--- config.mk ---
export PLATFORM = sky130hd
export DESIGN_NAME = maxpool_stream_32_2_16
export DESIGN_NICKNAME = d
export VERILOG_FILES = /design/src/rtl/maxpool_stream_32_2_16.sv
export SDC_FILE = /design/constraint.sdc
export NUM_CORES = 1
export LEC_CHECK = 0
export ABC_CLOCK_PERIOD_IN_PS = 2800
export CORE_MARGIN = 4
export CORE_UTILIZATION = 52
export CTS_CLUSTER_SIZE = 10
export DETAILED_ROUTE_END_ITERATION = 8
export PLACE_DENSITY_LB_ADDON = 0.15
export SYNTH_ARGS = -nofsm -noshare
export SYNTH_HDL_FRONTEND = slang
export SYNTH_SLANG_ARGS = --single-unit
--- constraint.sdc ---
create_clock -name clk -period 2.8 [get_ports clk]
set_input_delay 0.42 -clock clk [delete_from_list [all_inputs] [get_ports clk]]
set_output_delay 0.42 -clock clk [all_outputs]
set_load 0.01 [all_outputs]
--- src/rtl/maxpool_stream_32_2_16.sv ---
// Streaming 1-D signed max-pool over non-overlapping K-word windows within LEN-word frames,
// with a small output FIFO so that back-pressure on the output stalls the input.
module maxpool_stream_32_2_16 #(
    parameter int WIDTH  = 16,
    parameter int LEN    = 32,
    parameter int K      = 2,
    parameter int LOGLEN = 6,
    parameter int D      = 4,
    parameter int LOGD   = 2
) (
    input  logic             clk,
    input  logic             reset,
    input  logic [WIDTH-1:0] s_data_in_x,
    input  logic             s_valid_x,
    output logic             s_ready_x,
    output logic [WIDTH-1:0] m_data_out_y,
    output logic             m_valid_y,
    input  logic             m_ready_y
);
    localparam logic [LOGLEN-1:0] POS_LAST  = LOGLEN'(LEN - 1);
    localparam logic [LOGLEN-1:0] WCNT_LAST = LOGLEN'(K - 1);
    localparam logic [LOGD:0]     DEPTH     = (LOGD + 1)'(D);
    localparam logic [LOGD-1:0]   PTR_LAST  = LOGD'(D - 1);

    logic signed [WIDTH-1:0] mem [D];
    logic [LOGD-1:0]         rd_ptr, wr_ptr;
    logic [LOGD:0]           count;
    logic signed [WIDTH-1:0] acc, din, cand;
    logic [LOGLEN-1:0]       wcnt, pos;
    logic                    accept, pop, close, push;

    assign din          = s_data_in_x;
    assign s_ready_x    = !reset && (count < DEPTH);
    assign m_valid_y    = (count != '0);
    assign m_data_out_y = mem[rd_ptr];

    assign accept = s_valid_x && s_ready_x;
    assign pop    = m_valid_y && m_ready_y;
    assign close  = (wcnt == WCNT_LAST) || (pos == POS_LAST);
    assign push   = accept && close;

    // First word of a window seeds it; later words fold in by signed max.
    always_comb begin
        cand = acc;
        if (wcnt == '0 || din > acc) cand = din;
    end

    always_ff @(posedge clk) begin
        if (push) mem[wr_ptr] <= cand;
    end

    always_ff @(posedge clk) begin
        if (reset) begin
            rd_ptr <= '0;
            wr_ptr <= '0;
            count  <= '0;
            acc    <= '0;
            wcnt   <= '0;
            pos    <= '0;
        end else begin
            if (accept) begin
                pos <= (pos == POS_LAST) ? '0 : pos + 1'b1;
                if (close) begin
                    wcnt <= '0;
                end else begin
                    acc  <= cand;
                    wcnt <= wcnt + 1'b1;
                end
            end
            if (push) wr_ptr <= (wr_ptr == PTR_LAST) ? '0 : wr_ptr + 1'b1;
            if (pop)  rd_ptr <= (rd_ptr == PTR_LAST) ? '0 : rd_ptr + 1'b1;
            if (push && !pop)      count <= count + 1'b1;
            else if (pop && !push) count <= count - 1'b1;
        end
    end
endmodule

### Cell sizes after repair

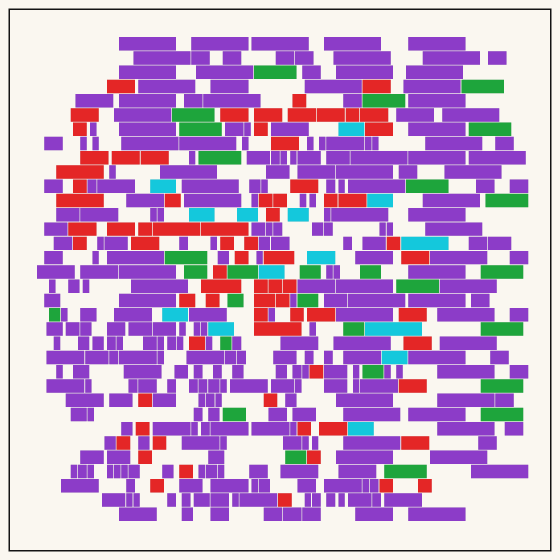
drive 2 -> green  # cells 28
drive 1 or less -> purple  # cells 306
drive 6 and up -> cyan  # cells 14
drive 3 to 4 -> red  # cells 73

### Routed metal, one color a layer

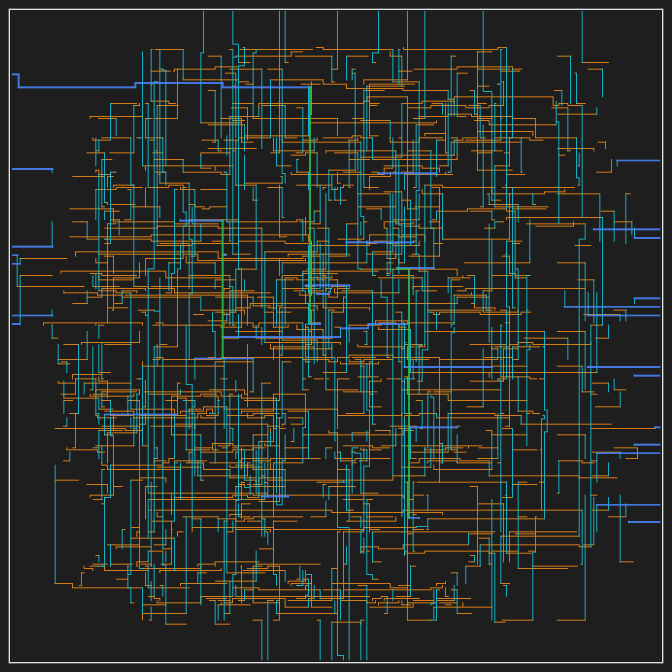
met4 -> green  # wire length 100 um
met3 -> blue  # wire length 288 um
met2 -> cyan  # wire length 4170 um
met1 -> orange  # wire length 4150 um
routed via count: 2837
detail-routed net length per standard cell: 16.5 um

### Cell placement

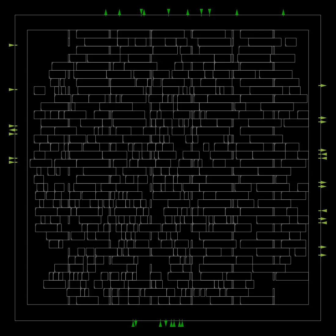
site row count: 34
sequential share of cell area: 0.463
fillcell total: 655

### Cell classes on the final placement

Fill, decap, tap and diode cells in gray.
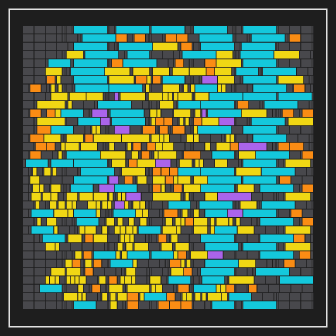
flip-flops -> cyan  # cells 101, share of their area 47%
other buffers and delay cells -> orange  # cells 77, share of their area 12%
clock drivers and dummy loads -> purple  # cells 16, share of their area 3.8%
all other logic -> yellow  # cells 227, share of their area 36%
Core ar.: 8760 um^2
cell area after layout: 5750 um^2
final core occ: 0.656

### Nets reached from selected ports

Bar = 20 um.
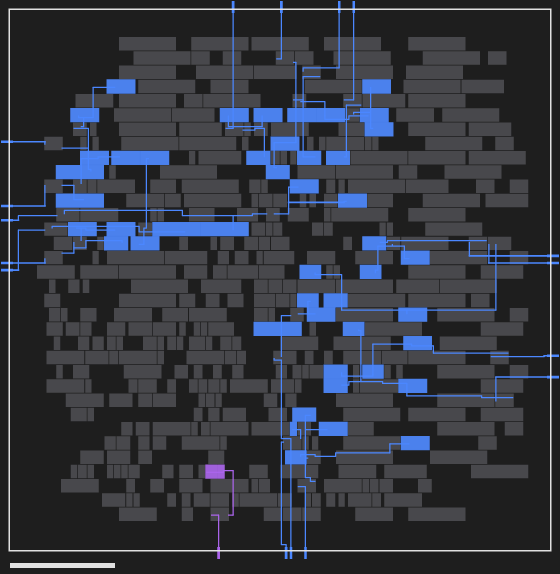
s_valid_x -> purple  # bits 1, direction input, edge bottom, end cells 2, buffers 1, wire 22.5 um
s_data_in_x -> blue  # bits 16, direction input, edge 5 left, 4 right, 4 top, 3 bottom, end cells 47, buffers 28, wire 785 um
Top Ports: 38
port bufs: 37

==> results.py <==
# Flow results
metrics = {
    "timing": {
        "tightest_slew_ns": 0.385,
        "finalSetupViolations": 0,
        "finalMaxSlewViolations": 0,
        "hold_viol_final": 0,
        "fin_ws_ns": 0.107,
        "period_used_share": 0.962,
        "period_minus_slack_ns": 2.69,
        "finalClockSkew_ns": 0.0161,
    },
    "final_layout": {
        "inv_count": 24,
        "fin_cells": 529,
        "logic_gate_count": 203,
        "area_growth_pct": 22.5,
        "sh_comb_area": 0.339,
        "diodes": 0,
        "layout_top_cells": "edfxtp_1 (64), nor2_1 (37), dfxtp_1 (37), buf_4 (37), clkdlybuf4s50_1 (33)",
        "drive_gt1_frac": 0.273,
        "buffer_area_frac": 0.121,
        "flop_area_um2": 2660,
    },
    "logic_synthesis": {
        "synthAoiAreaFrac": 0.0517,
        "ys_sh_xor": 0.0131,
        "syn_inst": 341,
        "ff_type": "edfxtp_1",
        "logic_family": "multiplexers",
        "synthTopCellsByArea": "edfxtp_1 (41%), dfxtp_1 (16%), mux4_2 (7.7%), ha_1 (6.9%), mux2_4 (6.1%)",
        "yosysMostFrequentCell": "edfxtp_1",
        "ys_warn_count": 0,
        "mux_area_frac": 0.171,
        "fp_nets": 388,
        "adder_share": 0.0736,
        "ys_sh_simple": 0.0869,
        "top_cell_area_share": 0.410,
        "edf_count": 64,
        "yosysUniqueCellTypes": 43,
    },
    "hold_path": {
        "min_path_cells": 2,
    },
    "clock_network": {
        "cts_resized": 0,
        "htree_levels": 3,
        "clk_pin_slew_ns": 0.09,
        "cts.sinks": 101,
    },
    "power": {
        "cellLeakagePower_nw": 2.22,
        "comb_power_share": 0.324,
        "pwr-share-clk": 0.236,
        "switchingPower_w": 0.00115,
        "internal_power_w": 0.00293,
        "vdd_drop_max_mv": 0.318,
        "p_seq_frac": 0.439,
        "maxPowerGroup": "registers",
    },
    "critical_path": {
        "worstSetupStartpointType": "input port",
        "rr_endpoint": "mem[2][5]",
        "slowest_stage": "or4_4",
        "worst-path-stages": 9,
        "crit_chain": "clkdlybuf4s50_1 -> ha_4 -> nand4_1 -> or4_4 -> o311ai_2 -> nand2_1 -> a21oi_4 -> buf_8 -> mux2_4",
        "max_stage_delay_ns": 0.54,
    },
    "grt": {
        "grt_pass1_vias": 2831,
        "track_usage": 0.175,
        "grt_first_pass_wirelength_um": 14100,
        "grt_max_degree": 34,
    },
    "placed_design": {
        "hpwl_um": 5970,
    },
    "drt": {
        "via_per_inst": 5.36,
        "first_pass_iters": 4,
        "highest_layer": "met4",
        "drt-met1-wl_um": 4150,
    },
    "run": {
        "tool_warnings": 32,
    },
    "outcome": {
        "status": "finished clean",
    },
    "die": {
        "initCoreUtil": 0.535,
        "chipArea_um2": 10600,
        "taps": 108,
    },
}
Power figures rest on the tool's default switching activity, not on a simulated workload.
